### src/rtl/adaptive_binarization.sv
// Frame binarizer: optional mean-statistics pass over an external pixel RAM, then a
// 1-bit-per-pixel write pass using an absolute or mean-plus-offset threshold.
module adaptive_binarization #(
    parameter int PIX_W  = 8,
    parameter int ADDR_W = 16
) (
    input  logic              bin_clk,
    input  logic              bin_rst,
    input  logic              int_ctrl,
    input  logic              bin_ctrl,
    input  logic [1:0]        mode,
    input  logic [PIX_W-1:0]  thres_length,
    output logic [ADDR_W-1:0] pixel_address,
    input  logic [PIX_W-1:0]  pixel_data,
    output logic [ADDR_W-1:0] bin_addr,
    output logic              bin_data,
    output logic              bin_we,
    output logic [PIX_W-1:0]  mean_value,
    output logic [1:0]        condition_led
);

    localparam int ACC_W = PIX_W + ADDR_W;
    localparam logic [ADDR_W-1:0] LAST_ADDR = '1;

    typedef enum logic [1:0] {
        IDLE = 2'b00,
        STAT = 2'b01,
        BIN  = 2'b10,
        DONE = 2'b11
    } state_t;

    state_t state, next_state;

    logic              int_prev, bin_prev;
    logic              int_edge, bin_edge;
    logic              start_stat, start_bin;
    logic              in_pass, pass_end;
    logic [ADDR_W-1:0] addr_p0, addr_p1, addr_p2;
    logic              vld_p0, vld_p1, vld_p2;
    logic [ACC_W-1:0]  acc;
    logic [1:0]        mode_l;
    logic [PIX_W-1:0]  thres_l;
    logic [PIX_W-1:0]  threshold;

    // Mean plus offset can overflow PIX_W bits, so it is formed one bit wider and clamped.
    function automatic logic [PIX_W-1:0] sat_threshold(
        input logic             use_mean,
        input logic [PIX_W-1:0] mean,
        input logic [PIX_W-1:0] offset
    );
        logic [PIX_W:0] sum;
        sum = {1'b0, mean} + {1'b0, offset};
        if (!use_mean)
            return offset;
        else if (sum[PIX_W])
            return {PIX_W{1'b1}};
        else
            return sum[PIX_W-1:0];
    endfunction

    assign int_edge  = int_ctrl & ~int_prev;
    assign bin_edge  = bin_ctrl & ~bin_prev;
    assign in_pass   = (state == STAT) || (state == BIN);
    assign pass_end  = vld_p2 && (addr_p2 == LAST_ADDR);
    assign threshold = sat_threshold(mode_l[0], mean_value, thres_l);

    assign pixel_address = in_pass ? addr_p0 : '0;
    assign bin_addr      = addr_p2;
    assign bin_we        = vld_p2 && (state == BIN);
    assign condition_led = state;

    always_ff @(posedge bin_clk or posedge bin_rst) begin
        if (bin_rst)
            state <= IDLE;
        else
            state <= next_state;
    end

    always_comb begin
        next_state = state;
        start_stat = 1'b0;
        start_bin  = 1'b0;
        case (state)
            IDLE, DONE: begin
                if (int_edge) begin
                    next_state = STAT;
                    start_stat = 1'b1;
                end else if (bin_edge) begin
                    next_state = BIN;
                    start_bin  = 1'b1;
                end
            end
            STAT, BIN: begin
                if (pass_end)
                    next_state = DONE;
            end
            default: next_state = IDLE;
        endcase
    end

    always_ff @(posedge bin_clk or posedge bin_rst) begin
        if (bin_rst) begin
            int_prev   <= 1'b0;
            bin_prev   <= 1'b0;
            addr_p0    <= '0;
            vld_p0     <= 1'b0;
            addr_p1    <= '0;
            vld_p1     <= 1'b0;
            addr_p2    <= '0;
            vld_p2     <= 1'b0;
            acc        <= '0;
            mode_l     <= '0;
            thres_l    <= '0;
            bin_data   <= 1'b0;
            mean_value <= '0;
        end else begin
            int_prev <= int_ctrl;
            bin_prev <= bin_ctrl;

            // p0: address issue, one per cycle, holding at the last pixel
            if (start_stat || start_bin) begin
                addr_p0 <= '0;
                vld_p0  <= 1'b1;
            end else if (vld_p0) begin
                if (addr_p0 == LAST_ADDR)
                    vld_p0 <= 1'b0;
                else
                    addr_p0 <= addr_p0 + ADDR_W'(1);
            end

            // p1: registered RAM returns the pixel addressed in the previous cycle
            vld_p1  <= vld_p0;
            addr_p1 <= addr_p0;

            // p2: accumulate or compare the returned pixel
            vld_p2  <= vld_p1;
            addr_p2 <= addr_p1;

            if (start_stat)
                acc <= '0;
            else if (vld_p1 && (state == STAT))
                acc <= acc + {{ADDR_W{1'b0}}, pixel_data};

            if (start_bin) begin
                mode_l  <= mode;
                thres_l <= thres_length;
            end

            if (vld_p1 && (state == BIN))
                bin_data <= (pixel_data > threshold) ^ mode_l[1];

            if (pass_end && (state == STAT))
                mean_value <= acc[ACC_W-1:ADDR_W];
        end
    end

endmodule

### config.mk
export PLATFORM = sky130hd
export DESIGN_NAME = adaptive_binarization
export DESIGN_NICKNAME = d
export VERILOG_FILES = /design/src/rtl/adaptive_binarization.sv
export SDC_FILE = /design/constraint.sdc
export NUM_CORES = 1
export LEC_CHECK = 0
export CORE_ASPECT_RATIO = 0.8
export CORE_UTILIZATION = 50
export DETAILED_ROUTE_END_ITERATION = 10
export GPL_TIMING_DRIVEN = 0
export HOLD_SLACK_MARGIN = 0.02
export PLACE_DENSITY = 0.77
export SETUP_SLACK_MARGIN = 0.4
export SYNTH_ARGS = -nofsm -noshare
export SYNTH_HDL_FRONTEND = slang
export SYNTH_SLANG_ARGS = --single-unit
### constraint.sdc
create_clock -name bin_clk -period 4.35 [get_ports bin_clk]
set_clock_uncertainty 0.1 [all_clocks]
set_input_delay 0.87 -clock bin_clk [delete_from_list [all_inputs] [get_ports bin_clk]]
set_output_delay 0.87 -clock bin_clk [all_outputs]
set_load 0.01 [all_outputs]
Cell classes on the final placement:
Bar = 20 µm.
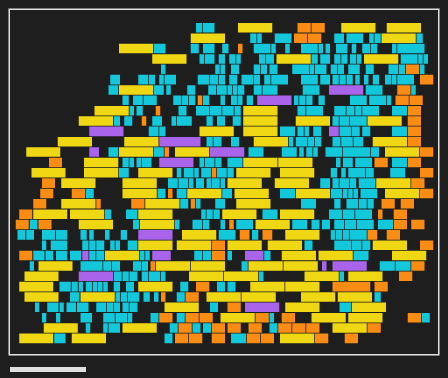
legend:
  other buffers and delay cells:
    color: orange
    cells: 82
    share_of_their_area: 13%
  clock drivers and dummy loads:
    color: purple
    cells: 16
    share_of_their_area: 5.2%
  flip-flops:
    color: yellow
    cells: 98
    share_of_their_area: 42%
  all other logic:
    color: cyan
    cells: 355
    share_of_their_area: 40%

Sequential cells grouped by signal name:
Bar = 20 µm. Other sequential cells in the stronger gray, the rest of the logic in the fainter gray.
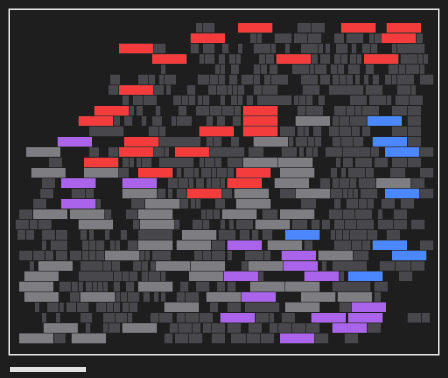
legend:
  thres_l:
    color: blue
    flops: 8
  bin_addr:
    color: purple
    flops: 16
  acc:
    color: red
    flops: 24

Routed metal, one color a layer:
Bar = 20 µm. Only two layers are drawn.
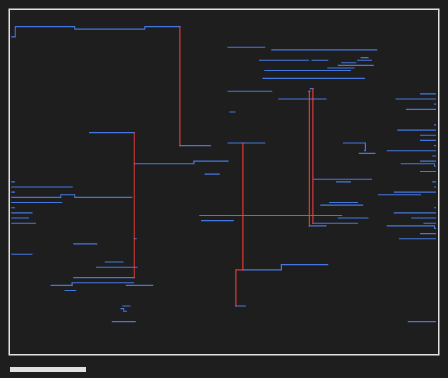
legend:
  met4:
    color: red
    wire_length: 185 µm
  met3:
    color: blue
    wire_length: 719 µm

==> PnR_summary.wiki <==
== Implementation results ==
{| class="wikitable"
! Metric !! Value
|-
| Crit. End Element || register
|-
| Setup slack of the most critical reg-to-reg path || 0.76 ns
|-
| Highest fanout seen on the critical path || 7
|-
| Core area || 9270 µm²
|-
| Peak supply drop || 0.318 mV
|-
| Run status || finished clean
|-
| Hold_buf cts || 0
|-
| Routability congestion estimate from global placement || 0.855
|-
| Final setup vio count || 0
|-
| EDFF count, synth || 0
|-
| Synth Warn # || 0
|-
| Num Clock Sinks || 98
|-
| Seq cells post-synth || 98
|-
| Fp util || 52.7%
|-
| Via total after detailed routing || 4014
|-
| Cells taking the most area after synthesis || dfrtp_1, ha_1, mux2_2
|-
| First-iteration detailed-routing DRC count || 324
|-
| Antenna violations before repair || 0
|-
| Leakage component of the power || 0.00263 µW
|-
| Cell class contributing the biggest share of worst-path delay || AND-OR/OR-AND gates
|-
| Chip area line of the yosys report || 4880 µm²
|-
| Cell row count || 31
|-
| Relative slew margins || 56.1%
|-
| H-tree depth || 3
|-
| Total inserted antenna cells || 0
|-
| Final max-slew violation count || 0
|-
| OpenROAD warning count || 27
|-
| Post-placement cell count || 649
|-
| Yosys cell count || 468
|-
| P&R area growth vs syn || 23.5%
|-
| Final nets || 597
|-
| Via count normalized by instance count || 6.03
|-
| Synth cell count leaders || dfrtp_1, nor2_1, a21oi_1, nand2_1, ha_1
|-
| Antenna-violating nets left || 0
|-
| Remaining global-route overflow || 0
|-
| Drt pass-1 iters || 5
|-
| Placed cell areas || 5710 µm²
|-
| Number of global-route vias before repair || 3885
|}
Routing congestion map:
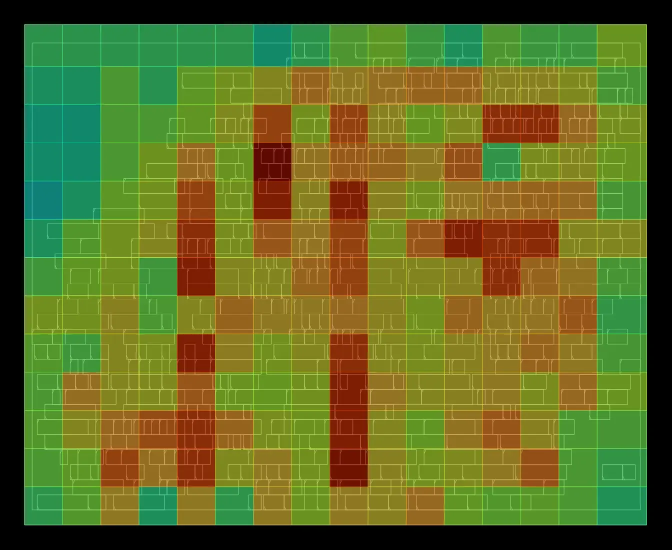
GRT Max-Usage Layer: met2
Total GRT Usage: 24.8%
utilization after layout: 65.0%
met3 track utilization from global routing: 5.70%
met2 layer usage reported by global route: 38.7%

Logic cells by family:
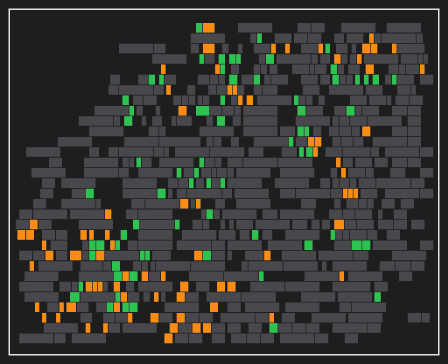
legend:
  NAND gates:
    color: green
    cells: 70
  NOR gates:
    color: orange
    cells: 79
    where: widely spread

## routing by layer
metal | wire, µm | vias to the layer above | track usage [%]
li1 | - | 1880 | -
met1 | 5500 | 1995 | 34.4
met2 | 5550 | 126 | 38.7
met3 | 718 | 13 | 5.70
met4 | 184 | 0 | 8.00
met5 | 0 | - | 0
## sequential cells by signal, indices dropped and copies added, names as in the netlist
name	cells
bin_prev	1
addr_p1	16
vld_p1	1
addr_p0	16
acc	24
vld_p2	1
bin_data	1
mean_value	8
thres_l	8
vld_p0	1
mode_l	2
condition_led	2
bin_addr	16
int_prev	1
## worst reg2reg max path: cells and delay by family, from the launching register on
kind,cells,cell delay [ns]
AOI/OAI and AO/OA,6,1.19
adders and majority gates,3,0.93
buffers and inverters,1,0.18
DFF,1,0.42
and+or+nand+nor,4,0.71
## power by group
| group | switching [µW] | internal (µW) |
|---|---|---|
| clock network | 333 | 476 |
| registers | 128 | 1070 |
| logic | 701 | 509 |
## kinds of logic after synthesis
group / after synthesis / synth area share (%)
xor+xnor: 19 / 3.41
buf+inv: 28 / 2.31
simple gates: 178 / 19.3
flops: 98 / 50.2
mux: 20 / 4.56
fa+ha+maj: 29 / 7.74
compound gates: 96 / 12.5
## worst paths after layout
| kind | to | cells after the start | startpoint |
|---|---|---|---|
| setup reg to reg | bin_data$_DFFE_PP0P_ | 14 | mean_value[0]$_DFFE_PP0P_ |
| max in group asynchronous | acc[10]$_DFFE_PP0P_ | 3 | bin_rst |
| min in group asynchronous | bin_addr[15]$_DFF_PP0_ | 2 | bin_rst |
| setup / recovery | bin_data$_DFFE_PP0P_ | 14 | mean_value[0]$_DFFE_PP0P_ |
| hold reg to reg | bin_addr[7]$_DFF_PP0_ | 0 | addr_p1[7]$_DFF_PP0_ |
| hold / removal | bin_addr[7]$_DFF_PP0_ | 0 | addr_p1[7]$_DFF_PP0_ |
## layout by cell type (no fill, tap or decap), types with 13 or more instances in the layout
cell             instances
dfrtp_1                 98
clkdlybuf4s50_1         65
nor2_1                  38
nand2_1                 30
a21oi_1                 30
ha_1                    27
nor2b_1                 20
nand3_1                 20
o21ai_0                 19
mux2_2                  18
nor3_1                  14
nand4_1                 13
## per-stage QoR
step	hold WS [ns]	total power (µW)	utilization, %	setup WS, ns	setup TNS [ns]
global placement	0.232	2330	61.2	-0.545	-52.75
detailed placement	0.235	2390	61.5	0.672	0
global route	0.254	3420	65.0	0.449	0
floorplan	0.231	1990	-	0.818	0
finish	0.247	3220	65.0	0.757	0
CTS	0.249	3210	64.9	0.567	0
## cell type report
type | instances | area [µm²]
clock inverter | 4 | 50.0
multi-input combinational | 342 | 2320
sequential | 98 | 2450
fill | 728 | 3240
timing repair buffer | 67 | 686
buffer | 15 | 63.8
clock buffer | 12 | 256
inverter | 13 | 51.3
tap | 115 | 144
## timing repair
action / in CTS / in global routing
setup buffers: 0 / 1
endpoints found under the setup margin: 0 / 1
endpoints found under the hold margin: 0 / 0
resized: 0 / 2
Power and IR drop assume default switching activity.
